**src/rtl/pong_pkg.sv**
```systemverilog
// Shared definitions for the pong paddle path.
// FSM encoding, distance window defaults and paddle coordinate width.
package pong_pkg;

    localparam int Y_W        = 7;
    localparam int MIN_CM_DEF = 5;
    localparam int MAX_CM_DEF = 34;
    localparam int MISS_LIMIT = 8;

    typedef enum logic [1:0] {
        S_WAIT,
        S_CHECK,
        S_ACCUM,
        S_MAP
    } state_t;

endpackage

```
**src/rtl/paddle_slew.sv**
```systemverilog
// Rate limiter: moves paddle_y toward target_y by at most STEP
// per frame_tick, never overshooting so the range is preserved.
module paddle_slew
    import pong_pkg::*;
#(
    parameter int STEP = 4
) (
    input  logic           clk,
    input  logic           rst_n,
    input  logic [Y_W-1:0] target_y,
    input  logic           frame_tick,
    output logic [Y_W-1:0] paddle_y
);

    logic [Y_W-1:0] gap;
    logic [Y_W-1:0] step;

    // distance to target, capped at STEP
    always_comb begin
        gap  = (target_y > paddle_y) ? target_y - paddle_y
                                     : paddle_y - target_y;
        step = (gap > Y_W'(STEP)) ? Y_W'(STEP) : gap;
    end

    // one bounded move per frame
    always_ff @(posedge clk or negedge rst_n) begin
        if (!rst_n) begin
            paddle_y <= '0;
        end else if (frame_tick) begin
            if (target_y > paddle_y) begin
                paddle_y <= paddle_y + step;
            end else begin
                paddle_y <= paddle_y - step;
            end
        end
    end

endmodule

```
**src/rtl/paddle_tracker.sv**
```systemverilog
// Samples a raw hand distance, rejects glitches, averages four
// samples, maps to a paddle target and slews the paddle per frame.
module paddle_tracker
    import pong_pkg::*;
#(
    parameter int SAMPLE_CYCLES = 2500000,
    parameter int MIN_CM        = MIN_CM_DEF,
    parameter int MAX_CM        = MAX_CM_DEF,
    parameter int MAX_RAW       = 400,
    parameter int STEP          = 4
) (
    input  logic           CLOCK_50,
    input  logic           resetn,
    input  logic [9:0]     distance_in,
    input  logic           frame_tick,
    output logic [Y_W-1:0] paddle_y,
    output logic [Y_W-1:0] target_y,
    output logic           sample_done,
    output logic           no_hand
);

    localparam int CW = (SAMPLE_CYCLES > 1) ? $clog2(SAMPLE_CYCLES) : 1;
    localparam logic [CW-1:0] TC = CW'(SAMPLE_CYCLES - 1);

    logic [CW-1:0]  cnt;
    state_t         state;
    logic [9:0]     sample;
    logic [9:0]     hist [4];
    logic           primed;
    logic [11:0]    sum;
    logic [11:0]    sum_next;
    logic [3:0]     miss;
    logic           reject;
    logic [9:0]     avg;
    logic [9:0]     clamped;
    logic [Y_W-1:0] map_y;

    // free-running sample interval counter
    always_ff @(posedge CLOCK_50 or negedge resetn) begin
        if (!resetn) begin
            cnt <= '0;
        end else if (cnt == TC) begin
            cnt <= '0;
        end else begin
            cnt <= cnt + 1'b1;
        end
    end

    // glitch test, running sum, clamp and map
    always_comb begin
        reject = (distance_in <= 10'd2) || (distance_in > 10'(MAX_RAW));
        if (primed) begin
            sum_next = {2'b00, sample} + {2'b00, hist[0]}
                     + {2'b00, hist[1]} + {2'b00, hist[2]};
        end else begin
            sum_next = {sample, 2'b00};
        end
        avg = 10'(sum >> 2);
        if (avg < 10'(MIN_CM)) begin
            clamped = 10'(MIN_CM);
        end else if (avg > 10'(MAX_CM)) begin
            clamped = 10'(MAX_CM);
        end else begin
            clamped = avg;
        end
        map_y = Y_W'((clamped - 10'(MIN_CM)) << 2);
    end

    // sample FSM with registered outputs
    always_ff @(posedge CLOCK_50 or negedge resetn) begin
        if (!resetn) begin
            state       <= S_WAIT;
            sample      <= '0;
            for (int i = 0; i < 4; i++) hist[i] <= '0;
            primed      <= 1'b0;
            sum         <= '0;
            miss        <= '0;
            target_y    <= '0;
            sample_done <= 1'b0;
            no_hand     <= 1'b0;
        end else begin
            sample_done <= 1'b0;
            unique case (state)
                S_WAIT: begin
                    if (cnt == TC) state <= S_CHECK;
                end
                S_CHECK: begin
                    sample <= distance_in;
                    if (reject) begin
                        state <= S_WAIT;
                        if (miss != 4'(MISS_LIMIT)) miss <= miss + 1'b1;
                        no_hand <= (miss >= 4'(MISS_LIMIT - 1));
                    end else begin
                        state   <= S_ACCUM;
                        miss    <= '0;
                        no_hand <= 1'b0;
                    end
                end
                S_ACCUM: begin
                    if (primed) begin
                        hist[0] <= sample;
                        hist[1] <= hist[0];
                        hist[2] <= hist[1];
                        hist[3] <= hist[2];
                    end else begin
                        for (int i = 0; i < 4; i++) hist[i] <= sample;
                    end
                    primed <= 1'b1;
                    sum    <= sum_next;
                    state  <= S_MAP;
                end
                S_MAP: begin
                    target_y    <= map_y;
                    sample_done <= 1'b1;
                    state       <= S_WAIT;
                end
                default: state <= S_WAIT;
            endcase
        end
    end

    paddle_slew #(
        .STEP(STEP)
    ) u_slew (
        .clk       (CLOCK_50),
        .rst_n     (resetn),
        .target_y  (target_y),
        .frame_tick(frame_tick),
        .paddle_y  (paddle_y)
    );

endmodule

```
**config.mk**
```make
export PLATFORM = sky130hd
export DESIGN_NAME = paddle_tracker
export DESIGN_NICKNAME = d
export VERILOG_FILES = /design/src/rtl/pong_pkg.sv /design/src/rtl/paddle_slew.sv /design/src/rtl/paddle_tracker.sv
export SDC_FILE = /design/constraint.sdc
export NUM_CORES = 1
export LEC_CHECK = 0
export ABC_AREA = 1
export CAP_MARGIN = 10
export CELL_PAD_IN_SITES_DETAIL_PLACEMENT = 0
export CELL_PAD_IN_SITES_GLOBAL_PLACEMENT = 1
export CORE_ASPECT_RATIO = 2
export CORE_MARGIN = 1
export CORE_UTILIZATION = 48
export CTS_BUF_LIST = sky130_fd_sc_hd__clkbuf_4
export CTS_CLUSTER_DIAMETER = 60
export DETAILED_ROUTE_END_ITERATION = 8
export PLACE_DENSITY_LB_ADDON = 0.3
export SLEW_MARGIN = 20
export SYNTH_ARGS = -nofsm -noshare
export SYNTH_HDL_FRONTEND = slang
export SYNTH_SLANG_ARGS = --single-unit
```
**constraint.sdc**
```tcl
create_clock -name CLOCK_50 -period 4.9 [get_ports CLOCK_50]
set_input_delay 0.735 -clock CLOCK_50 [delete_from_list [all_inputs] [get_ports CLOCK_50]]
set_output_delay 0.735 -clock CLOCK_50 [all_outputs]
set_load 0.1 [all_outputs]
```
### Wiring heat map, run 1

Scale: 3 px per um. 16 x 32 tiles, from black (low) to pale yellow (high), scaled to the fullest tile. Values are wire area over tile area, all layers added.
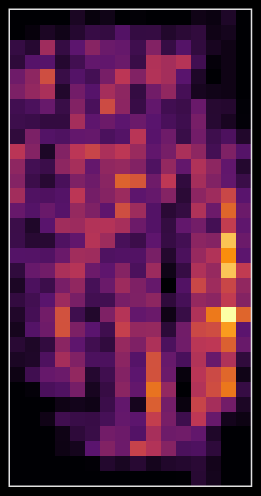
7.6% of the tiles are over half the peak. 12% of the tiles are nearly empty. The emptiest ninth of the die: south-west. The mean over all tiles is 0.17. The densest ninth of the die: east.
final WL: 13700 um
Via Count: 4802
All-Layer GR Usage: 23.4%
Routed WL per cell: 15.4 um

### Metal 3, run 1

Scale: 4 px per um.
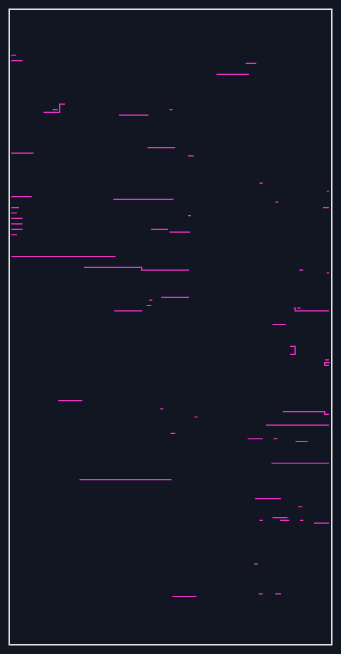
40 nets have wire on it. The longest straight run is 25.8 um. The layer holds 2.0% of the routed length. The layer carries 274 um of wire. The wires run mostly horizontal.
GR met3 Demand/Resource: 3.55%

### Clock wiring as the flow saved it, run 1

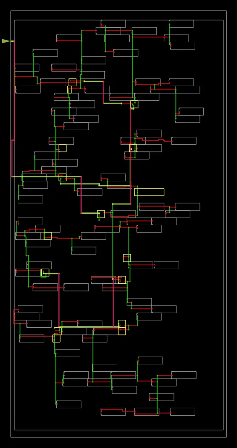
Final Skew: 0.0249 ns
CTS Sinks: 93
CTS buffer count: 9
Flops: 93
Clk Latency, worst-skew pair: 0.46 ns

### Drive-strength map, run 1

Scale: 4 px per um.
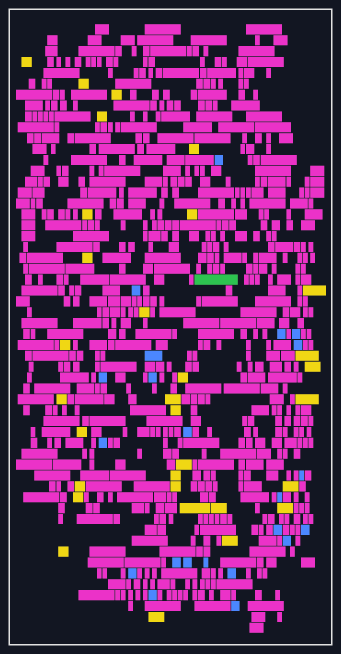
Key: x3 and x4 = yellow [cells 31, most used clkbuf_4]; x6 and larger = green [cells 1, most used bufinv_16]; x2 = blue [cells 22, most used nand2_2]; x1 and smaller = magenta [cells 687, most used nand2_1]
fin area: 0.00642 mm^2
Final WS setup: 0.916 ns
synthesis-to-finish area growth: 9.11%

==> results.tsv, run 1 <==
metric	value	unit
diodes	1	
grt_pass1_vias	4950	
antenna_left	0	
clk_path_buf_depth	2	
rsz0062_at_grt	no	
status	complete, no violations	
worstHoldPathType	primary input to asynchronous set/reset pin	
crit_start	u_slew.paddle_y[2]$_DFFE_PN0P_	
p_sw	1100	uW
num_io_pins	29	
top_register	hist	
tns	0	ns
post_synth_num_cell_types	41	
wl_met1	4990	um
netlist_logic_family_top	simple AND/OR/NAND/NOR gates	
n_all_inverters	102	
sh_seq_area	36.3	%
met1_usage	22.7	%
aoi_share	15.0	%
pg_clk	421	uW
ff_latch_area	0.00233	mm^2
gp_congestion	0.816	
largestClassByArea	logic gates	
adder_share	13.7	%
synthXorXnorAreaFrac	2.23	%
largest_register_ffs	30	
p_seq	825	uW
comb_share	48.2	%
wl_met2	7820	um
netlist_top_cells_count	nand2_1 (151), inv_1 (99), dfrtp_1 (93)	
ys_ff	93	
tool_warnings	31	
syn_area	0.00588	mm^2
drive_gt1_share	7.29	%
grt_busiest_layer	met2	
path_delay_family	adder cells	
top_cells_by_area	dfrtp_1 (40%), nand2_1 (9.6%), fa_1 (7.5%)	
buffer_area_share	4.49	%
worstRegToRegCells	23	
### Sequential cells grouped by signal name, run 1

Scale: 3 px per um. Other sequential cells in the stronger grey, the rest of the logic in the fainter grey.
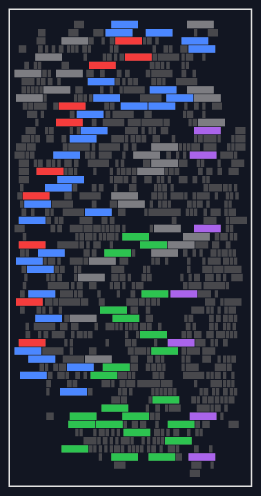

==> inputs of run 2 (changes only) <==
Clock period 4.9 ns to 4.05 ns, I/O delays scaled along.
### Sequential cells grouped by signal name, run 2

Scale: 3 px per um. Other sequential cells in the stronger grey, the rest of the logic in the fainter grey.
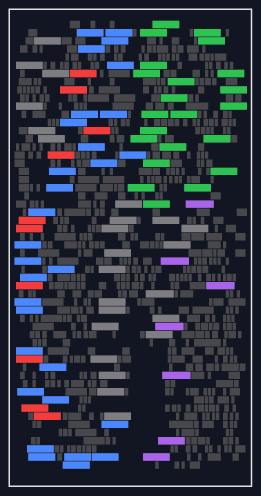
Key: hist = blue [flops 30]; u_slew.paddle_y = purple [flops 7]; cnt = green [flops 22]; sample = red [flops 10]
Another 24 sequential cells are not coloured.
Layout Utilization: 54.5%
P_seq: 1000 uW
Seq. cell area: 0.00233 mm^2
flop share of the area: 36.2%

==> run 2 against run 1 <==
Combinational power rose by about 20%. Worst setup slack got worse by 0.55 ns. Synthesized cell count did not move. Cell count rose by 0.34%. Worst hold slack got worse by 0.077 ns. Non-clock buffer count rose by 3. Via count fell by 0.69%. Clock power rose by 11%. Sequential power rose by about 20%. Critical path depth fell by 3. Synthesized area did not move. Critical path type unchanged. Largest cell class unchanged.
==> results.tsv, run 2 <==
metric	value	unit	change
wl_met2	8100	um	+3.7%
largestClassByArea	logic gates		
worstHoldPathType	primary input to asynchronous set/reset pin		
use_met3	3.44	%	-0.11 points
flops	93		unchanged
aoi_share	15.0	%	unchanged
wl_met1	4850	um	-2.8%
top_register	hist		
hold_violations	0		
adder_share	13.7	%	unchanged
wl	13700	um	about the same
met1_usage	23.0	%	+0.29 points
buffer_area_share	4.81	%	+0.33 points
numCtsBuffers	9		unchanged
comb_share	48.3	%	+0.067 points
die_y	159	um	
grt_pass1_vias	4871		-1.6%
syn_area	0.00588	mm^2	unchanged
netlist_logic_family_top	simple AND/OR/NAND/NOR gates		
tool_warnings	31		unchanged
diodes	1		unchanged
pg_clk	469	uW	+11%
top_cells_by_area	dfrtp_1 (40%), nand2_1 (9.6%), fa_1 (7.5%)		
worst_slack	0.362	ns	-0.554 ns
clk_path_buf_depth	2		unchanged
vias	4769		-0.69%
rsz0062_at_grt	no		
antenna_found_initial	1		
drive_gt1_share	9.14	%	+1.9 points
p_sw	1320	uW	+20%
gp_congestion	0.879		+7.7%
design_area	0.00645	mm^2	+0.51%
n_clock_buffer	10		
tns	0	ns	unchanged
crit_start	u_slew.paddle_y[2]$_DFFE_PN0P_		
grt_busiest_layer	met2		
worstRegToRegCells	20		-13%
grtUsageTotal	23.8	%	+0.46 points
wl_per_cell	15.4	um	-0.35%
status	complete, no violations		
ys_ff	93		unchanged
synthXorXnorAreaFrac	2.23	%	unchanged
path_delay_family	adder cells		
largest_register_ffs	30		unchanged
n_all_inverters	102		unchanged
cts_sinks	93		unchanged
skew	0.0323	ns	+0.00745 ns
### Wiring heat map, run 2

Scale: 3 px per um. 16 x 32 tiles, from black (low) to pale yellow (high), scaled to the fullest tile. Values are wire area over tile area, all layers added.
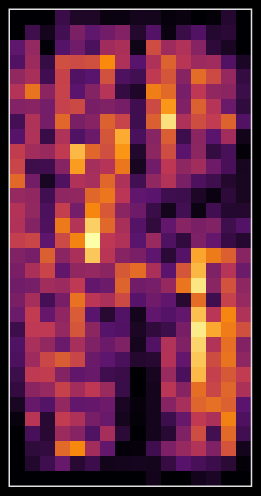

==> inputs of run 3 (changes only) <==
Settings changed: GPL_ROUTABILITY_DRIVEN set to 0.
### Wiring heat map, run 3

Scale: 3 px per um. 16 x 32 tiles, from black (low) to pale yellow (high), scaled to the fullest tile. Values are wire area over tile area, all layers added.
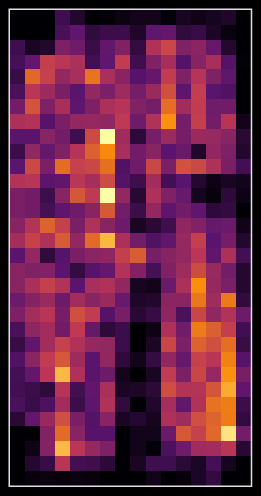
The fullest tile reaches 0.55. The mean over all tiles is 0.17. 8.2% of the tiles are nearly empty. The emptiest ninth of the die: south.
Routed WL per cell: 15.5 um
All-Layer GR Usage: 23.8%
Via Count: 4878
final WL: 13900 um

==> run 3 against run 2 <==
Fmax up 0.87%. Largest cell class unchanged. Non-clock buffer count grew 4. Synthesized cell count stayed put. Flip-flop count unchanged. Sequential power hardly changed. Cell count increased by 0.34%. Clock skew down 0.0082 ns. Largest power group unchanged. First-iteration DRC count decreased by 0.38%.
==> results.tsv, run 3 <==
metric	value	unit	change
power.group.top	combinational logic		
fmax	274	MHz	
top_cells_by_area	dfrtp_1 (40%), nand2_1 (9.6%), fa_1 (7.5%)		
post_synth_num_cell_types	41		
pg_clk	526	uW	+12%
netlist_logic_family_top	simple AND/OR/NAND/NOR gates		
ir_drop	0.429	mV	
hold_slack	0.197	ns	
powerComb	1440	uW	
buffer_area_share	5.23	%	+0.42 points
worst_slack	0.394	ns	+0.0318 ns
drive_gt1_share	9.64	%	+0.50 points
final_util	55.0	%	+0.51 points
tap_cells	145		
crit_start	u_slew.paddle_y[5]$_DFFE_PN0P_		
synthXorXnorAreaFrac	2.23	%	unchanged
wl_met3	353	um	
grt_pass1_vias	4945		+1.5%
max_stage_delay	0.43	ns	
skew	0.0241	ns	-0.00819 ns
rsz0062_at_grt	no		
ff_latch_area	0.00233	mm^2	unchanged
first_pass_iters	4		
p_leak	0.00312	uW	
syn_area	0.00588	mm^2	unchanged
tool_warnings	31		unchanged
sh_seq_area	35.9	%	-0.33 points
drtIter0Drc	260		
start_kind	register		
wl_met1	5070	um	+4.6%
cp_num_cells	26		
ys_sh_simple	21.6	%	
p_seq	1000	uW	about the same
clk_latency	0.46	ns	
antenna_left	0		
period_used_share	90.3	%	
path_delay_family	simple AND/OR/NAND/NOR gates		
n_clock_buffer	9		-1
post_cts_resized	0		
status	complete, no violations		
clk_path_buf_depth	2		unchanged
largestClassByArea	logic gates		
p_sw	1330	uW	+0.49%
cts_sinks	93		unchanged
setup_viol	0		
die_y	159	um	unchanged
ys_ff	93		unchanged
cts_hold_buf	0		
numCtsBuffers	9		unchanged
drc	0		
top_register	hist		
p_int	1650	uW	
adder_share	13.7	%	unchanged
slew_headroom	32.4	%	
tns	0	ns	unchanged
worstHoldPathType	primary input to asynchronous set/reset pin		
comb_share	48.1	%	-0.25 points
clock_power_share	17.7	%	
met1_usage	23.4	%	+0.36 points
worst_setup_path_end_kind	register		
aoi_share	15.0	%	unchanged
synth-seq-area-share	39.6	%	
fin_nets	807		
port_buffers	26		
design_area	0.00651	mm^2	+0.93%
post_cts_buffers	0		
overflow	0		
tightest_slew	1.01	ns	
flops	93		unchanged
dp.cells	875		
worstRegToRegCells	26		+30%
antenna_found_initial	1		unchanged
hold_violations	0		unchanged
n_all_inverters	102		unchanged
use_met3	4.07	%	+0.63 points
largest_register_ffs	30		unchanged
maxUsedRoutingLayer	met4		
grt_busiest_layer	met2		
grtUsageMet2	46.9	%	
core-area	0.0118	mm^2	
diodes	1		unchanged
wl_met2	8010	um	-1.1%
endpoint	u_slew.paddle_y[6]$_DFFE_PN0P_		
Power figures rest on the tool's default switching activity, not on a simulated workload.
